Run 1, drive-strength map:
Drawn at 6 px/um.
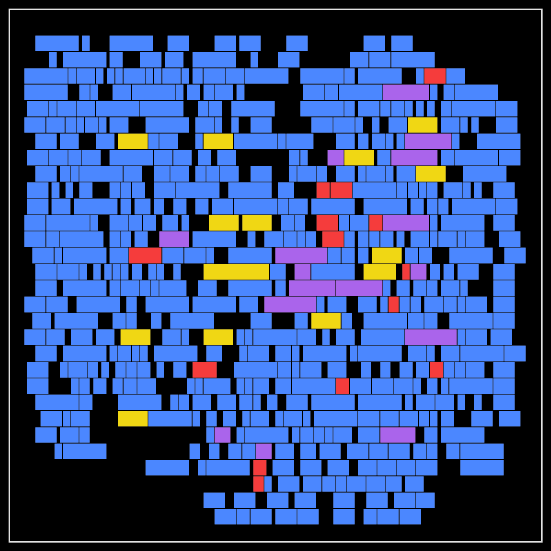
Run 1, wires at chosen ports, followed through buffers:
Drawn at 3 px/um.
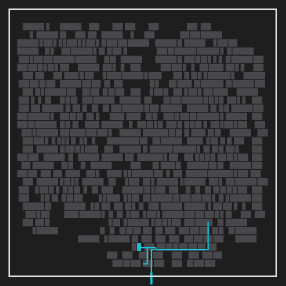
Run 1, pin map:
Drawn at 6 px/um. Pins as bars across the die edge, other pins in grey.
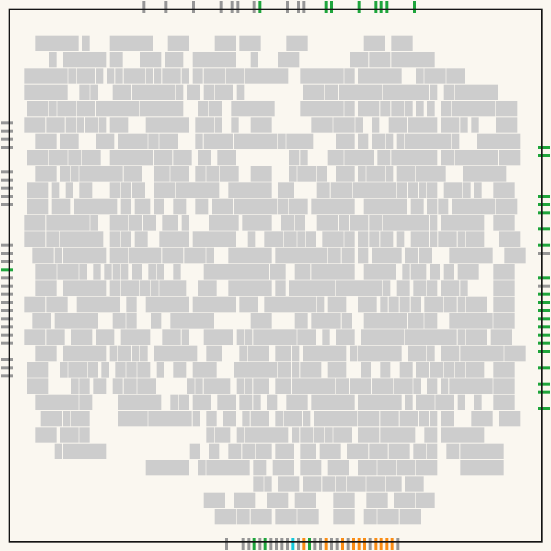
$ cat src/rtl/hazard_pkg.sv
// Shared types and constants for the pipeline hazard controller.
// Control bundles describe the pipeline-register enables and NOP flushes.
package hazard_pkg;

  localparam int HZ_REG_ADDR_W = 5;

  typedef enum logic [1:0] {
    HZ_RUN  = 2'd0,
    HZ_WAIT = 2'd1,
    HZ_ERR  = 2'd2
  } hz_state_e;

  typedef struct packed {
    logic pc_write;
    logic if_id_write;
    logic id_ex_write;
    logic ex_mem_write;
    logic flush_if_id;
    logic flush_id_ex;
    logic flush_mem_wb;
  } hz_ctrl_t;

  // Reset freezes every register and fills the whole pipeline with NOP bubbles.
  localparam hz_ctrl_t HZ_CTRL_RESET = '{
    pc_write: 1'b0, if_id_write: 1'b0, id_ex_write: 1'b0, ex_mem_write: 1'b0,
    flush_if_id: 1'b1, flush_id_ex: 1'b1, flush_mem_wb: 1'b1
  };

  localparam hz_ctrl_t HZ_CTRL_RUN = '{
    pc_write: 1'b1, if_id_write: 1'b1, id_ex_write: 1'b1, ex_mem_write: 1'b1,
    flush_if_id: 1'b0, flush_id_ex: 1'b0, flush_mem_wb: 1'b0
  };

  // Whole front end held; the MEM result is not ready, so WB receives a NOP.
  localparam hz_ctrl_t HZ_CTRL_HOLD = '{
    pc_write: 1'b0, if_id_write: 1'b0, id_ex_write: 1'b0, ex_mem_write: 1'b0,
    flush_if_id: 1'b0, flush_id_ex: 1'b0, flush_mem_wb: 1'b1
  };

endpackage

$ cat src/rtl/sat_counter.sv
// Saturating up-counter with synchronous clear; sticks at all-ones.
module sat_counter #(
  parameter int W = 32
) (
  input  logic         clk,
  input  logic         clr,
  input  logic         inc,
  output logic [W-1:0] q
);

  always_ff @(posedge clk) begin
    if (clr) begin
      q <= '0;
    end else if (inc && (q != {W{1'b1}})) begin
      q <= q + W'(1);
    end
  end

endmodule

$ cat src/rtl/hazard_ctrl.sv
// Pipeline hazard controller: load-use stalls, EX branch flushes, data-memory
// wait handshake with watchdog, plus saturating stall/flush counters.
module hazard_ctrl
  import hazard_pkg::*;
#(
  parameter int REG_ADDR_W = HZ_REG_ADDR_W,
  parameter int NUM_SRC    = 2,
  parameter int TIMEOUT    = 64,
  parameter int CNT_W      = 32
) (
  input  logic                          clk,
  input  logic                          rst,
  input  logic [NUM_SRC*REG_ADDR_W-1:0] rs_id,
  input  logic [NUM_SRC-1:0]            rs_used_id,
  input  logic [REG_ADDR_W-1:0]         rd_ex,
  input  logic                          MemRead_ex,
  input  logic                          branch_taken_ex,
  input  logic                          mem_access_mem,
  input  logic                          dmem_ready,
  output logic                          pc_write,
  output logic                          if_id_write,
  output logic                          id_ex_write,
  output logic                          ex_mem_write,
  output logic                          flush_if_id,
  output logic                          flush_id_ex,
  output logic                          flush_mem_wb,
  output logic                          mem_timeout,
  output logic [CNT_W-1:0]              stall_cnt,
  output logic [CNT_W-1:0]              flush_cnt
);

  // wait_ctr only has to reach TIMEOUT-1, the last count before the watchdog fires.
  localparam int WAIT_W = (TIMEOUT > 2) ? $clog2(TIMEOUT) : 1;
  localparam logic [WAIT_W-1:0] WAIT_LAST = WAIT_W'((TIMEOUT > 0) ? TIMEOUT - 1 : 0);

  hz_state_e         state, state_next;
  logic [WAIT_W-1:0] wait_ctr, wait_ctr_next;
  logic              timeout_next;
  logic [NUM_SRC-1:0] src_match;
  logic              load_use;
  logic              mem_stall;
  hz_ctrl_t          ctrl;

  for (genvar i = 0; i < NUM_SRC; i++) begin : g_src_cmp
    assign src_match[i] = rs_used_id[i] &&
                          (rs_id[i*REG_ADDR_W +: REG_ADDR_W] == rd_ex);
  end

  assign load_use  = MemRead_ex && (rd_ex != '0) && (|src_match);
  assign mem_stall = mem_access_mem && !dmem_ready;

  always_ff @(posedge clk) begin
    if (rst) begin
      state       <= HZ_RUN;
      wait_ctr    <= '0;
      mem_timeout <= 1'b0;
    end else begin
      state       <= state_next;
      wait_ctr    <= wait_ctr_next;
      mem_timeout <= timeout_next;
    end
  end

  // wait_ctr holds the number of unready cycles already spent on the access.
  always_comb begin
    state_next    = state;
    wait_ctr_next = wait_ctr;
    timeout_next  = mem_timeout;
    case (state)
      HZ_RUN: begin
        if (mem_stall) begin
          if (TIMEOUT == 1) begin
            state_next   = HZ_ERR;
            timeout_next = 1'b1;
          end else begin
            state_next    = HZ_WAIT;
            wait_ctr_next = WAIT_W'(1);
          end
        end
      end
      HZ_WAIT: begin
        if (!mem_access_mem || dmem_ready) begin
          state_next    = HZ_RUN;
          wait_ctr_next = '0;
        end else if ((TIMEOUT > 0) && (wait_ctr == WAIT_LAST)) begin
          state_next   = HZ_ERR;
          timeout_next = 1'b1;
        end else if (TIMEOUT > 0) begin
          wait_ctr_next = wait_ctr + WAIT_W'(1);
        end
      end
      HZ_ERR: begin
        state_next = HZ_ERR;
      end
      default: begin
        state_next    = HZ_RUN;
        wait_ctr_next = '0;
      end
    endcase
  end

  // A memory hold freezes EX, so branch and load-use decisions wait with it.
  always_comb begin
    ctrl = HZ_CTRL_RUN;
    if (rst) begin
      ctrl = HZ_CTRL_RESET;
    end else if ((state == HZ_ERR) || mem_stall) begin
      ctrl = HZ_CTRL_HOLD;
    end else if (branch_taken_ex) begin
      ctrl.flush_if_id = 1'b1;
      ctrl.flush_id_ex = 1'b1;
    end else if (load_use) begin
      ctrl.pc_write    = 1'b0;
      ctrl.if_id_write = 1'b0;
      ctrl.flush_id_ex = 1'b1;
    end
  end

  assign pc_write     = ctrl.pc_write;
  assign if_id_write  = ctrl.if_id_write;
  assign id_ex_write  = ctrl.id_ex_write;
  assign ex_mem_write = ctrl.ex_mem_write;
  assign flush_if_id  = ctrl.flush_if_id;
  assign flush_id_ex  = ctrl.flush_id_ex;
  assign flush_mem_wb = ctrl.flush_mem_wb;

  sat_counter #(.W(CNT_W)) u_stall_cnt (
    .clk (clk),
    .clr (rst),
    .inc (!ctrl.pc_write),
    .q   (stall_cnt)
  );

  sat_counter #(.W(CNT_W)) u_flush_cnt (
    .clk (clk),
    .clr (rst),
    .inc (ctrl.flush_if_id),
    .q   (flush_cnt)
  );

endmodule

$ cat config.mk
export PLATFORM = sky130hd
export DESIGN_NAME = hazard_ctrl
export DESIGN_NICKNAME = d
export VERILOG_FILES = /design/src/rtl/hazard_pkg.sv /design/src/rtl/sat_counter.sv /design/src/rtl/hazard_ctrl.sv
export SDC_FILE = /design/constraint.sdc
export NUM_CORES = 1
export LEC_CHECK = 0
export ABC_AREA = 0
export ABC_CLOCK_PERIOD_IN_PS = 3800
export CAP_MARGIN = 40
export CORE_MARGIN = 2
export CORE_UTILIZATION = 54
export DETAILED_ROUTE_END_ITERATION = 6
export PLACE_DENSITY = 0.95
export SYNTH_ARGS = -nofsm -noshare
export SYNTH_HDL_FRONTEND = slang
export SYNTH_SLANG_ARGS = --single-unit
$ cat constraint.sdc
create_clock -name clk -period 3.8 [get_ports clk]
set_input_delay 0.38 -clock clk [delete_from_list [all_inputs] [get_ports clk]]
set_output_delay 0.38 -clock clk [all_outputs]
set_load 0.005 [all_outputs]
==> impl_metrics.env, run 1 <==
# source this file to load flow results
export IMPL_status="completed"
export IMPL_async_flop_share=0
export IMPL_cts_hold_buf=0
export IMPL_yosys_most_used_dff="dfxtp_1"
export IMPL_setup_violations=0
export IMPL_area_leaders="dfxtp_1 38%, xnor2_1 8.6%, nor2_1 7.1%"
export IMPL_switching_share=0.233
export IMPL_viasPerCell=5.59
export IMPL_synth_nets=471
export IMPL_p_per_area_mw_per_mm2=307
export IMPL_fin_tns_setup_ps=0
export IMPL_tap_cells=96
export IMPL_drt_iter0_markers=216
export IMPL_final_hold_violation_count=0
export IMPL_slowest_delay_ps=540
export IMPL_finalMaxSlewViolations=0
export IMPL_nClkBuffers=12
export IMPL_fp_row_count=30
export IMPL_min_path_type="reg2reg"
export IMPL_worstRegToRegCells=8
export IMPL_warnings=26
export IMPL_nets=560
export IMPL_grt_met3_usage=0.0588
export IMPL_p_comb_frac=0.079
export IMPL_worstSetupStartpointType="input pin"
export IMPL_pg_comb_uw=122
export IMPL_ys_sh_xor=0.150
export IMPL_crit_path_end_kind="output port"
export IMPL_clkTransAtPathRegs_ps=70
export IMPL_yosys_cells=445
export IMPL_clk_latency_ps=350
export IMPL_dr_wl_met3_um=478
export IMPL_synth_top_cell_by_area="dfxtp_1"
export IMPL_layout_cells_non_filler=635
export IMPL_seq_area_mm2=0.00146
export IMPL_synthAoiAreaFrac=0.0603
export IMPL_dp_hpwl_um=6790
export IMPL_num_vias=3549
export IMPL_cts_root_buf="clkbuf_8"
export IMPL_synthCells=445
export IMPL_grt_pass1_wl_um=15500
export IMPL_rr_startpoint="state[0]"
export IMPL_hp_start="mem_timeout"
export IMPL_antenna_left=0
export IMPL_fmaxAchievable_ghz=0.348
export IMPL_worst_slew_pin_slew_ps=885
export IMPL_clockPowerShare=0.416
export IMPL_met1_length_um=3950
export IMPL_numCtsBuffers=9
export IMPL_netlist_area_mm2=0.00386
export IMPL_ys_top_logic_family="simple AND/OR/NAND/NOR gates"
export IMPL_grt_use_total=0.247
export IMPL_top_layer="met4"
export IMPL_period_needed_ps=2870
export IMPL_core_area_mm2=0.00687
export IMPL_synthAdderAreaFrac=0.00973
export IMPL_grt_pass1_vias=3566
export IMPL_drv_cap=0
export IMPL_ys_area_mm2=0.00386
export IMPL_top_power_group="sequential cells"
export IMPL_wl_per_cell_um=14.8
export IMPL_cts_setup_buffers=0
export IMPL_hold_depth=2
export IMPL_synthTopCellsByCount="73 x dfxtp_1, 73 x nor2_1, 38 x xnor2_1"
export IMPL_top_usage_layer="met2"
export IMPL_cp_data_arrival_time_ps=2490
export IMPL_power_switching_uw=362
export IMPL_fin_crit_sh=0.757
export IMPL_clkCellAreaFrac=0.0426
export IMPL_seqPwrFrac=0.506
export IMPL_first_pass_iters=4
export IMPL_die_area_mm2=0.00784
export IMPL_rrSetupSlack_ps=1250
export IMPL_sh_comb_area=0.446
export IMPL_dp_cells=618
export IMPL_yosysSeqAreaShare=0.379
export IMPL_dr_wl_met2_um=4740
export IMPL_rsz0062_at_grt="no"
export IMPL_ctsResizeCount=0
export IMPL_slowest_stage="or4_1"
export IMPL_ys_warn_count=0
export IMPL_fin_skew_ps=6.63
export IMPL_signal_buffer_area_fraction=0.193
export IMPL_cp_max_fo=8
export IMPL_antenna_found_initial=0
export IMPL_power_clock_uw=645
export IMPL_grt_util_met1=0.285
export IMPL_netlist_area_leader_share=0.379
export IMPL_cp_common_cell="clkdlybuf4s50_1"
export IMPL_clock_path_buffers=2
export IMPL_dominant_cells="combinational gates"
export IMPL_diodes=0
export IMPL_cts_sinks=73
export IMPL_grt_max_degree=74
export IMPL_n_all_inverters=8
export IMPL_seq_area_frac=0.289
export IMPL_p_leak_nw=1.69
export IMPL_drive_above_1_share=0.0816
export IMPL_logic_area_mm2=0.00225
export IMPL_power_internal_mw=1.19
export IMPL_path_cells="clkdlybuf4s50_1 -> or4_1 -> o21ai_0 -> or2_2 -> o21ai_4 -> inv_2 -> clkdlybuf4s50_1"
export IMPL_edf_count=0
export IMPL_cts_tree="yes"
export IMPL_synthMuxAreaShare=0.00811
export IMPL_syn_area_per_cell_um2=8.67
export IMPL_grtUsageMet2=0.437
export IMPL_relSlewSlack=0.408
export IMPL_yosysUniqueCellTypes=52
export IMPL_comb_cells=344
export IMPL_initCoreUtil=0.562
export IMPL_drcViolationCount=0
export IMPL_cp_required_ps=3420
export IMPL_gp_congestion=0.856
export IMPL_r2r_end="u_flush_cnt.q[23]"
export IMPL_ir_worst_vdd_mv=0.212
export IMPL_p_seq_uw=785
export IMPL_wirelength_um=9400
export IMPL_grt_overflow=0
export IMPL_ff_count=73
export IMPL_simple_gate_area_frac=0.356
export IMPL_h_tree_depth=3
-- 'drive-strength map' (at the start) --
| colour | size | cells | share |
|---|---|---|---|
| blue | drive 1 or less | 495 | 92% |
| red | drive 2 | 14 | 2.6% |
| purple | drive 3 to 4 | 16 | 3.0% |
| yellow | drive 6 and up | 14 | 2.6% |
final instance area: 0.00505 mm2
Area growth, synth to finish: 31.0%
PnR worst setup slack: 925 ps
Buffers excl. clock: 98

-- 'wires at chosen ports, followed through buffers' (at the start) --
| colour | port | bits | direction | end cells | wire |
|---|---|---|---|---|---|
| cyan | id_ex_write | 1 | output | 1 | 48.7 um |
# IOs: 95
number of buffers added on ports: 94

-- 'pin map' (at the start) --
| colour | port | pins | direction | edge |
|---|---|---|---|---|
| cyan | id_ex_write | 1 | output | bottom |
| orange | rs_id | 10 | input | bottom |
| green | stall_cnt | 32 | output | 20 right, 8 top, 3 bottom, 1 left |
die height: 88.5 um
width of the die: 88.5 um

[run 1: critical path, delay by kind of cell]
family / cells / cell delay, ps
and+or+nand+nor: 2 / 730
buffers and inverters: 3 / 1050
AOI/OAI and AO/OA: 2 / 340
[run 1: state kept, by name, indices dropped and copies added, names as in the netlist]
signal	flops
state	2
mem_timeout	1
u_stall_cnt.q	32
wait_ctr	6
u_flush_cnt.q	32
[run 1: how the worst max path moves through the flow]
stage / from / to / slack (ps) / depth (start not counted)
after floorplan: rd_ex[0] / pc_write / 1720 / 7
after detailed placement: rd_ex[0] / u_stall_cnt.q[5] / 890 / 10
final: rd_ex[0] / if_id_write / 930 / 7
after global placement: rd_ex[0] / if_id_write / 1020 / 7
after global routing: rd_ex[3] / pc_write / 760 / 7
after CTS: rd_ex[0] / if_id_write / 900 / 7
[run 1: per-stage QoR]
stage | worst slack [ps] | power, mW | util | area [um2] | hold WS (ps)
finish | 925 | 1.55 | 0.736 | 5050 | 453
global route | 765 | 1.60 | 0.736 | 5050 | 488
CTS | 900 | 1.56 | 0.733 | 5040 | 460
detailed placement | 890 | 0.924 | 0.702 | 4820 | 449
global placement | 1020 | 0.921 | 0.702 | 4820 | 439
floorplan | 1720 | 0.864 | - | 3860 | 432
[run 1: cells in the final DEF (no fill, tap or decap), types with 4 or more instances in the layout]
cell type        instances
and2_1                   5
nor4_1                   7
nor2_1                  73
dfxtp_1                 73
nor4_4                   6
or3_1                    5
inv_1                    7
a31oi_1                  4
clkbuf_8                12
o21ai_0                  7
and4_1                   9
a21oi_1                 13
xor2_1                  28
nand4_1                 13
nor3_1                  14
nand2_1                 27
xnor2_1                 38
nand3_1                 34
clkdlybuf4s50_1         93
and3_1                  16
Run 1, gate families picked out:
Drawn at 6 px/um.
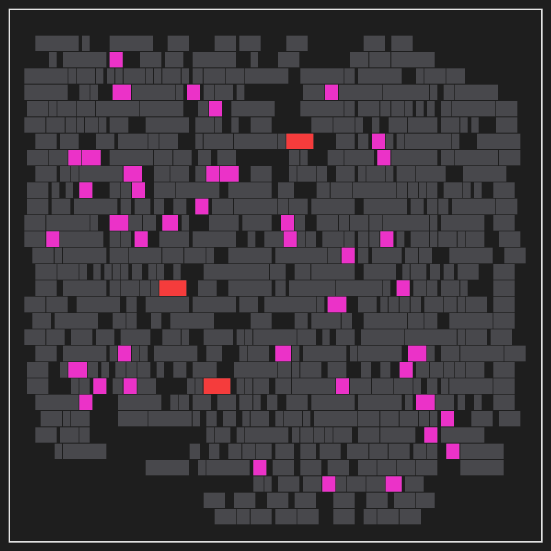

==> inputs of run 2 (changes only) <==
Settings changed: ABC_CLOCK_PERIOD_IN_PS 3800 to 2600, CORE_UTILIZATION 54 to 45, PLACE_DENSITY 0.95 to 0.88.
Clock period 3.8 ns to 2.6 ns, I/O delays scaled along.
Run 2, gate families picked out:
Drawn at 4 px/um.
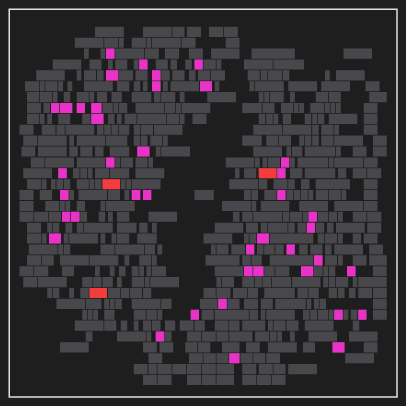
| colour | family | cells |
|---|---|---|
| magenta | AND and OR gates | 41 |
| red | adder and majority cells | 3 |
most numerous logic cell after layout: clkdlybuf4s50_1
non-filler instance count after layout: 656
logic share of the area: 0.436

Run 2, drive-strength map:
Drawn at 4 px/um.
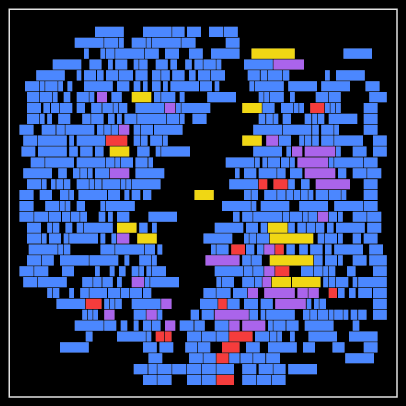
| colour | size | cells | share |
|---|---|---|---|
| yellow | drive 6 and up | 13 | 2.4% |
| purple | drive 3 to 4 | 30 | 5.4% |
| red | drive 2 | 16 | 2.9% |
| blue | drive 1 or less | 492 | 89% |
final instance area: 0.00522 mm2
Area growth, synth to finish: 35.4%
Buffers excl. clock: 110
PnR worst setup slack: 268 ps

==> impl_metrics.env, run 2 <==
# source this file to load flow results
export IMPL_final_hold_violation_count=0
export IMPL_ys_warn_count=0
export IMPL_cts_hold_buf=0
export IMPL_antenna_found_initial=0
export IMPL_clk_latency_ps=350
export IMPL_cts_tree="yes"
export IMPL_diodes=0
export IMPL_clkTransAtPathRegs_ps=80
export IMPL_nets=572
export IMPL_io_pins=95
export IMPL_p_total_mw=2.42
export IMPL_ys_area_mm2=0.00386
export IMPL_drt_iter0_markers=100
export IMPL_grt_overflow=0
export IMPL_cts_root_buf="clkbuf_8"
export IMPL_drv_cap=0
export IMPL_gp_congestion=0.867
export IMPL_grt_pass1_vias=3485
export IMPL_fmaxAchievable_ghz=0.429
export IMPL_grt_pass1_wl_um=16100
export IMPL_relSlewSlack=0.515
export IMPL_ir_worst_vdd_mv=0.270
export IMPL_grt_max_degree=73
export IMPL_yosysSeqAreaShare=0.379
export IMPL_p_per_area_mw_per_mm2=462
export IMPL_clock_path_buffers=2
export IMPL_cts_sinks=73
export IMPL_lay_top_cells="89 x clkdlybuf4s50_1, 73 x nor2_1, 73 x dfxtp_1, 38 x xnor2_1, 34 x nand3_1"
export IMPL_holdWs_ps=456
export IMPL_reg_top3="u_flush_cnt.q: 32 flops, u_stall_cnt.q: 32 flops, wait_ctr: 6 flops"
export IMPL_setup_violations=0
export IMPL_yosys_cells=445
export IMPL_h_tree_depth=3
export IMPL_synthCells=445
export IMPL_fp_dieH_um=96.6
export IMPL_drcViolationCount=0
export IMPL_yosysUniqueCellTypes=52
export IMPL_cp_data_arrival_time_ps=2600
export IMPL_die_area_mm2=0.00933
export IMPL_p_leak_nw=1.81
export IMPL_warnings=26
export IMPL_wirelength_um=9680
export IMPL_drive_above_1_share=0.107
export IMPL_initCoreUtil=0.467
export IMPL_path_cells="clkdlybuf4s50_1 -> xor2_1 -> nor4_2 -> a32oi_2 -> o21ai_4 -> buf_4 -> nand2_2 -> or4_1 -> a21oi_1"
export IMPL_fill_cells=693
export IMPL_cts_setup_buffers=0
export IMPL_worst_slew_pin_slew_ps=727
export IMPL_fin_skew_ps=12.7
export IMPL_edf_count=0
export IMPL_port_buffers=94
export IMPL_synth_top_cell_by_area="dfxtp_1"
export IMPL_yosys_most_used_dff="dfxtp_1"
export IMPL_synthTopCellsByCount="73 x dfxtp_1, 73 x nor2_1, 38 x xnor2_1"
export IMPL_netlist_area_mm2=0.00386
export IMPL_min_path_type="reg2reg"
export IMPL_status="completed"
export IMPL_place_ws_ps=-91.3
export IMPL_num_vias=3563
export IMPL_area_leaders="dfxtp_1 38%, xnor2_1 8.6%, nor2_1 7.1%"
export IMPL_numCtsBuffers=9
export IMPL_wl_per_cell_um=14.8
export IMPL_first_pass_iters=4
export IMPL_netlist_area_leader_share=0.379
export IMPL_crit_path_end_kind="flop"
export IMPL_rsz0062_at_grt="no"
export IMPL_fp_row_count=33
export IMPL_finish_utilization=0.633
export IMPL_antenna_left=0
export IMPL_slowest_delay_ps=510
export IMPL_core_area_mm2=0.00826
export IMPL_worstSetupStartpointType="input pin"
export IMPL_critPathTopFamily="simple AND/OR/NAND/NOR gates"
export IMPL_placed_area_mm2=0.00494
export IMPL_fin_tns_setup_ps=0
export IMPL_fin_crit_sh=0.897
export IMPL_period_needed_ps=2330
export IMPL_async_flop_share=0
export IMPL_slowest_stage="or4_1"
export IMPL_die_x_um=96.6
export IMPL_dp_hpwl_um=7070
export IMPL_grt_use_total=0.220
export IMPL_finalMaxSlewViolations=0
export IMPL_cp_max_fo=7
export IMPL_cp_required_ps=2870
export IMPL_viasPerCell=5.43
export IMPL_dp_cells=640
export IMPL_synth_nets=471
export IMPL_cp_num_buf_inv=2
export IMPL_syn_area_per_cell_um2=8.67
==> run 2: cell counts after synthesis <==
No cell type changed its count.
==> run 2: worst min-delay path, cell delays in order (launching register included) <==
cell and delay [ps]:
dfxtp_1 320, inv_1 50, a21oi_1 50
==> run 2: logic make-up (layout without fill, tap and decap cells) <==
kind of cell | after synthesis | in the layout | synth area share
simple gates | 236 | 236 | 0.356
flops | 73 | 73 | 0.379
xor+xnor | 66 | 66 | 0.150
compound gates | 36 | 36 | 0.0603
buf+inv | 28 | 134 | 0.0373
fa+ha+maj | 3 | 3 | 0.00973
mux | 3 | 3 | 0.00811
==> run 2: final timing paths <==
| path | startpoint | to | slack [ps] | cells after the start |
|---|---|---|---|---|
| worst min register to register | mem_timeout | mem_timeout | 460 | 2 |
| worst max register to register | u_stall_cnt.q[14] | u_stall_cnt.q[29] | 280 | 6 |
| worst min-delay path | mem_timeout | mem_timeout | 460 | 2 |
| worst max-delay path | rd_ex[1] | u_stall_cnt.q[29] | 270 | 9 |
==> run 2: area by class of cell <==
cell class	count	area [um2]	share of cell area
clock buffers	10	128	0.0244
clock inverters	6	116	0.0223
well taps	105	131	0.0251
repair buffers	110	1080	0.206
flip-flops and latches	73	1460	0.280
multi-input cells	344	2280	0.436
inverters	8	32.5	0.00623
==> run 2: repair_timing <==
item	in CTS	in global routing
setup endpoints to repair	2	3
pin swaps	0	2
gates resized	1	9
==> run 2: per-layer routing <==
layer	up-vias	GRT usage	routed length [um]
met1	1676	0.262	4040
met4	0	0.0798	155
met5	-	0	0
met2	105	0.387	5010
met3	19	0.0504	479
li1	1763	-	-
==> run 2: where the power goes <==
part	total [mW]	internal [mW]	switching (mW)
sequential	1.15	1.13	0.0165
clock	1.07	0.643	0.431
combinational	0.197	0.0982	0.0991
total	2.42	1.87	0.546
Power is estimated from default activity; no workload was simulated.
